[config.mk]
export PLATFORM = sky130hd
export DESIGN_NAME = jtbubl_gfx_romfetch
export DESIGN_NICKNAME = d
export VERILOG_FILES = /design/src/rtl/jtbubl_gfx_romfetch.sv
export SDC_FILE = /design/constraint.sdc
export NUM_CORES = 1
export LEC_CHECK = 0
export CAP_MARGIN = 20
export CELL_PAD_IN_SITES_DETAIL_PLACEMENT = 0
export CELL_PAD_IN_SITES_GLOBAL_PLACEMENT = 1
export CORE_ASPECT_RATIO = 1.2
export CORE_MARGIN = 5
export CORE_UTILIZATION = 43
export CTS_CLUSTER_SIZE = 24
export DETAILED_ROUTE_END_ITERATION = 12
export PLACE_DENSITY = 0.86
export SYNTH_ARGS = -nofsm -noshare
export SYNTH_HDL_FRONTEND = slang
export SYNTH_SLANG_ARGS = --single-unit
[constraint.sdc]
create_clock -name clk -period 5 [get_ports clk]
set_clock_uncertainty 0.2 [all_clocks]
set_input_delay 0.75 -clock clk [delete_from_list [all_inputs] [get_ports clk]]
set_output_delay 0.75 -clock clk [all_outputs]
set_load 0.02 [all_outputs]
[src/rtl/jtbubl_gfx_romfetch.sv]
// jtbubl_gfx_romfetch: graphics ROM port to SDRAM read port bridge with a
// 2-entry, 32-bit word cache (LRU replacement). Misses issue one SDRAM read.
// Optional build macro JTBUBL_GFX_PREFETCH_EN: after each demand fill the next
// word address is prefetched into the other cache entry.
module jtbubl_gfx_romfetch #(
  parameter int              AW     = 18,
  parameter int              SDW    = 22,
  parameter logic [SDW-1:0]  OFFSET = '0
) (
  input  logic           clk,
  input  logic           rst,
  input  logic           rom_cs,
  input  logic [AW-1:0]  rom_addr,
  output logic [31:0]    rom_data,
  output logic           rom_ok,
  output logic           sdram_req,
  output logic [SDW-1:0] sdram_addr,
  input  logic           sdram_ack,
  input  logic           sdram_rdy,
  input  logic [31:0]    sdram_data
);

  typedef enum logic [2:0] {
    IDLE, REQ, WAIT
`ifdef JTBUBL_GFX_PREFETCH_EN
    , PREF_REQ, PREF_WAIT
`endif
  } state_t;

  // Video word address to SDRAM word address; the carry out of SDW bits is dropped
  function automatic logic [SDW-1:0] map_addr(input logic [AW-1:0] a);
    return OFFSET + SDW'(a);
  endfunction

  state_t          state_q, state_d;
  logic [1:0]      valid_q;
  logic [AW-1:0]   tag_q  [2];
  logic [31:0]     data_q [2];
  logic            lru_q;
  logic [AW-1:0]   miss_addr_q;
  logic [SDW-1:0]  sdram_addr_q;
  logic            ok_q;
  logic [AW-1:0]   ok_addr_q;
  logic [31:0]     rom_data_q;

  logic            hit0, hit1, hit;
  logic [31:0]     hit_data;
  logic            issue, fill, demand_fill, fill_idx, fill_ok;
`ifdef JTBUBL_GFX_PREFETCH_EN
  logic            pref_idx_q;
  logic [AW-1:0]   pref_addr;
  logic            pref_cached;
  logic            pref_start;

  assign pref_addr   = miss_addr_q + 1'b1;
  assign pref_cached = valid_q[~lru_q] && (tag_q[~lru_q] == pref_addr);
`endif

  assign hit0     = rom_cs && valid_q[0] && (tag_q[0] == rom_addr);
  assign hit1     = rom_cs && valid_q[1] && (tag_q[1] == rom_addr);
  assign hit      = hit0 || hit1;
  assign hit_data = hit0 ? data_q[0] : data_q[1];
  assign fill_ok  = fill && rom_cs && (rom_addr == miss_addr_q);

  // FSM state register
  always_ff @(posedge clk) begin
    if (rst) state_q <= IDLE;
    else     state_q <= state_d;
  end

  // FSM next state and per-cycle control strobes
  always_comb begin
    state_d     = state_q;
    issue       = 1'b0;
    fill        = 1'b0;
    demand_fill = 1'b0;
    fill_idx    = lru_q;
`ifdef JTBUBL_GFX_PREFETCH_EN
    pref_start  = 1'b0;
`endif
    case (state_q)
      IDLE: if (rom_cs && !hit) begin
        state_d = REQ;
        issue   = 1'b1;
      end
      REQ: if (sdram_ack) begin
        // ack and rdy together: the fill completes in the same cycle
        if (sdram_rdy) begin
          fill        = 1'b1;
          demand_fill = 1'b1;
          state_d     = IDLE;
        end else begin
          state_d = WAIT;
        end
      end
      WAIT: if (sdram_rdy) begin
        fill        = 1'b1;
        demand_fill = 1'b1;
        state_d     = IDLE;
      end
`ifdef JTBUBL_GFX_PREFETCH_EN
      PREF_REQ: begin
        fill_idx = pref_idx_q;
        if (sdram_ack) begin
          if (sdram_rdy) begin
            fill    = 1'b1;
            state_d = IDLE;
          end else begin
            state_d = PREF_WAIT;
          end
        end
      end
      PREF_WAIT: begin
        fill_idx = pref_idx_q;
        if (sdram_rdy) begin
          fill    = 1'b1;
          state_d = IDLE;
        end
      end
`endif
      default: state_d = IDLE;
    endcase
`ifdef JTBUBL_GFX_PREFETCH_EN
    if (demand_fill && !pref_cached) begin
      state_d    = PREF_REQ;
      pref_start = 1'b1;
    end
`endif
  end

  // Control state: valid bits, LRU, request address, reported word and ok flag
  always_ff @(posedge clk) begin
    if (rst) begin
      valid_q      <= '0;
      lru_q        <= 1'b0;
      miss_addr_q  <= '0;
      sdram_addr_q <= '0;
      ok_q         <= 1'b0;
      ok_addr_q    <= '0;
      rom_data_q   <= '0;
`ifdef JTBUBL_GFX_PREFETCH_EN
      pref_idx_q   <= 1'b0;
`endif
    end else begin
      if (issue) begin
        miss_addr_q  <= rom_addr;
        sdram_addr_q <= map_addr(rom_addr);
      end
`ifdef JTBUBL_GFX_PREFETCH_EN
      // prefetch goes to the entry not holding the demand word; LRU untouched
      if (pref_start) begin
        miss_addr_q  <= pref_addr;
        sdram_addr_q <= map_addr(pref_addr);
        pref_idx_q   <= ~lru_q;
      end
`endif
      if (hit) lru_q <= hit0;
      if (fill) valid_q[fill_idx] <= 1'b1;
      if (demand_fill) lru_q <= ~fill_idx;
      if (fill_ok) begin
        rom_data_q <= sdram_data;
        ok_q       <= 1'b1;
        ok_addr_q  <= miss_addr_q;
      end else if (hit) begin
        rom_data_q <= hit_data;
        ok_q       <= 1'b1;
        ok_addr_q  <= rom_addr;
      end else begin
        ok_q <= 1'b0;
      end
    end
  end

  // Cache tag/data storage, written on every completed fill
  always_ff @(posedge clk) begin
    if (fill) begin
      tag_q[fill_idx]  <= miss_addr_q;
      data_q[fill_idx] <= sdram_data;
    end
  end

  // ok is qualified combinationally so it never covers a changed address
  assign rom_ok     = ok_q && rom_cs && (rom_addr == ok_addr_q);
  assign rom_data   = rom_data_q;
  assign sdram_addr = sdram_addr_q;
`ifdef JTBUBL_GFX_PREFETCH_EN
  assign sdram_req  = (state_q == REQ) || (state_q == PREF_REQ);
`else
  assign sdram_req  = (state_q == REQ);
`endif

endmodule

==> flow_summary.yaml <==
# physical design summary
grt:
  grt_pass1_wl_mm: 28.41
  grt_pass1_vias: 5209
  track_usage: 0.1852
  grt_max_degree: 46
  grt_overflow_total: 0
  grt_antenna_before_repair: 0
cts:
  cts_resized: 0
  clockBufferDepth: 2
  postCtsSetupBuffers: 0
  h-tree-depth: 4
  clkTransAtPathRegs_ns: 0.06
  cts-root-buf: "clkbuf_16"
  clock_sinks: 174
  cts_buffers: 17
  clock.latency.late_pin_ns: 0.43
  ctsHoldBuffers: 0
  cts_tree: "done"
pwr:
  p_int_mw: 2.386
  power_mw: 3.067
  ir_drop_mv: 0.2232
  power.leakage_nw: 3.172
  cellPowerDensity_nw_per_um2: 335.9
  power.net_switching_uw: 680.7
  power.share.clock: 0.409
  pwr-share-comb: 0.081
  switching_share: 0.2219
  power_frac_seq: 0.510
route:
  drtIter0Drc: 316
  antenna_left: 0
  drc: 0
  avgRoutedWirePerCell_um: 19.03
  wirelength_mm: 18.40
  vias: 5207
  drt_pass1_iterations: 5
  viasPerCell: 5.385
synthesis:
  syn_avg_cell_area_um2: 11.36
  ys_ff: 174
  synthesis.instances: 653
  synthArstFlopShare: 0
  yosys_warnings: 0
  synth-edff-count: 100
  ys_area_um2: 7421
  ys_seq_frac: 0.6043
  syn_area_um2: 7421
  ys_types: 45
  yosys_cells: 653
  flop_cell: "edfxtp_1"
floorplan:
  fp_util: 0.4387
  core_area_um2: 16920
  die_x_um: 129.9
  rows: 52
  ios: 111
  tapcell.inserted: 216
  die_h_um: 153.9
  die_area_um2: 20000
placed_design:
  globalplace.congestion: 0.8446
  dpl.hpwl_mm: 12.72
  port_buffers: 106
  pre_cts_slack_ns: 0.8099
worst_setup_path:
  startpoint_type: "input port"
  worst-setup-path-type: "in2out"
  cp_max_fo: 6
  critPathRequiredTime_ns: 4.05
  critPathCaptureType: "output port"
  arrival_ns: 3.14
timing:
  final.min_clock_period_ns: 4.091
  max_freq_ghz: 0.2444
  setup_slack_ns: 0.9090
  rsz0062_at_grt: "no"
  fin_crit_sh: 0.8182
  relSlewSlack: 0.3124
  max_slew.worst_pin.slew_ns: 1.026
  timing.setup.tns_ns: 0
  hold_viol_final: 0
  finalMaxSlewViolations: 0
  setup_violations: 0
cells_and_area:
  nonClockBufferCount: 118
  comb_area_frac: 0.2799
  n_antenna_cell: 0
  largest_class: "flip-flops and latches"
  seq_share: 0.4911
  buf_share: 0.1291
  final-clk-cell-share: 0.06084
  logic_gates: 405
  nets: 797
  regArea_um2: 4484
  areaGrowthSynthToFinish_pct: 23.05
  fill_cells: 1460
  nClkBuffers: 25
  drive_gt1_frac: 0.06525
  logic_area_um2: 2556
  inverters: 23
  flop-count: 174
hold_path:
  hold_class: "reg2reg"
run_status:
  status: "complete, no violations"
run:
  drv_cap: 0
  openroad.warnings: 28
-- power groups by stage --
stage	sequential, mW	combinational [mW]	clock [mW]
2_1_floorplan	1.60	0.129	0
3_3_place_gp	1.59	0.244	0
3_5_place_dp	1.59	0.251	0
4_1_cts	1.56	0.253	1.28
5_1_grt	1.57	0.268	1.34
6_report	1.56	0.249	1.25
-- registers in the layout, indices dropped and copies added, names as in the netlist --
name	count
tag_q	36
data_q	64
ok_addr_q	18
valid_q	2
ok_q	1
miss_addr_q	18
state_q	2
fill_idx	1
rom_data	32
-- routing by layer --
metal  global-route usage  vias to the layer above  share of wire
li1                     -                     2486              -
met1               0.2301                     2541           0.42
met2               0.3131                      157           0.51
met3              0.04164                       23          0.049
met4              0.06881                        0          0.022
met5                    0                        -              0
-- synthesized netlist by cell type (2+ instances only) --
cell      count  area, um^2
nand4_1       7       43.79
buf_2        20       100.1
nand2_1      44       165.2
nor4_1       19       118.9
clkbuf_1     16       60.06
edfxtp_1    100        3003
nor2_1       72       270.3
buf_4         7       52.55
nand3_1      37       185.2
nor4_2        4       50.05
dfxtp_1      74        1481
xnor2_1      11       96.34
o31ai_1      16       120.1
inv_1        22       82.58
xor2_1       61       534.3
o21ai_0      32       160.2
a21oi_1      14       70.07
mux2i_1      23       230.2
o21ai_1      19       95.09
or3_1         2       12.51
ha_1          3       37.54
buf_6        10       112.6
o32ai_1      16       140.1
or4_1         3       22.52
-- through the flow --
stage | instance area, um^2 | utilization | hold WS, ns | std cells
final | 9131 | 0.5398 | 0.2740 | 967
after global routing | 9131 | 0.5398 | 0.3066 | 967
after floorplan | 7432 | - | 0.2402 | 656
after global placement | 8546 | 0.5052 | 0.2586 | 934
after detailed placement | 8576 | 0.5070 | 0.2670 | 936
after CTS | 9131 | 0.5398 | 0.2753 | 967
-- cell usage in the layout (no fill, tap or decap), types with 4 or more instances in the layout --
cell	n
clkdlybuf4s50_1	106
edfxtp_1	100
dfxtp_1	74
nor2_1	70
xor2_1	61
nand2_1	44
nand3_1	37
o21ai_0	32
mux2i_1	23
inv_1	22
nor4_1	19
o21ai_1	19
clkbuf_16	18
o31ai_1	16
o32ai_1	16
a21oi_1	14
xnor2_1	11
buf_4	9
nand4_1	7
clkbuf_1	5
nor4_2	4
conb_1	4
clkinv_2	4
-- kinds of logic (layout without fill, tap and decap cells) --
family,Yosys count,after routing,synth area share
simple gates,196,196,0.1268
flops,174,174,0.6043
compound gates,107,107,0.09139
buf+inv,77,172,0.05598
xor+xnor,72,72,0.08498
mux,23,23,0.03102
fa+ha+maj,3,3,0.005059
other cells,1,4,0.0005053
-- worst paths after layout --
check / from / endpoint / slack (ns) / cells after the start
max: rom_addr[11] / rom_ok / 0.91 / 7
min: ok_addr_q[2] / ok_addr_q[2] / 0.27 / 2
min reg2reg: ok_addr_q[2] / ok_addr_q[2] / 0.27 / 2
max reg2reg: miss_addr_q[12] / rom_data[29] / 2.04 / 7
-- critical path, stage by stage --
cell and delay [ns]:
clkdlybuf4s50_1 0.67, xnor2_1 0.17, nand4_1 0.11, nor4_1 0.35, nand3_1 0.16, nor4_1 0.25, clkdlybuf4s50_1 0.68
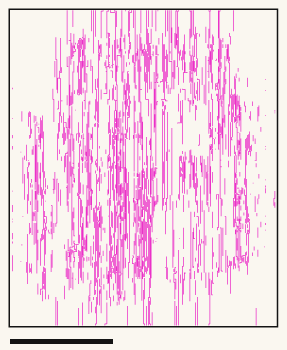
Fig. 1. Signal wires on met2.
The bar under the picture is 50 um long.
673 nets have wire on it. The layer holds 51% of the routed length. The layer carries 9330 um of wire.

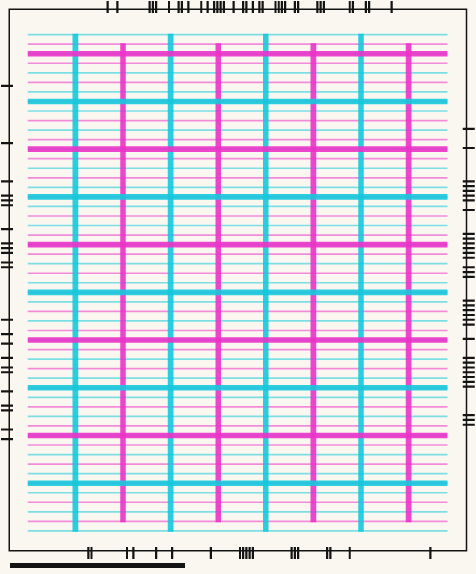
Fig. 2. Power grid.
The bar under the picture is 50 um long. Pins as bars on the die edge.
Key: magenta = VDD; cyan = VSS
The core has 52 rows. 111 signal pins sit on the boundary. 53 met1 rails follow the rows.

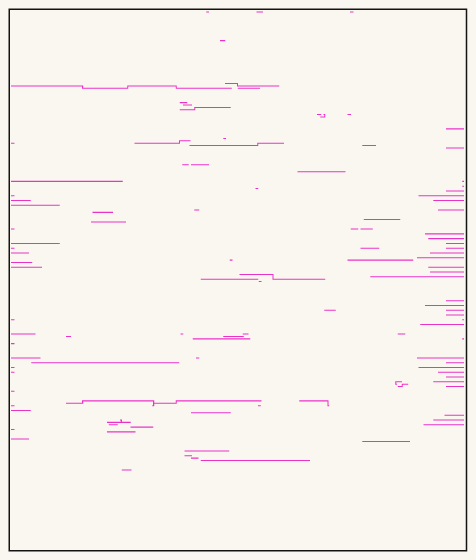
Fig. 3. Met3 routing.
The wires run mostly horizontal. The longest straight run is 41.9 um.

Power is estimated from default activity; no workload was simulated.
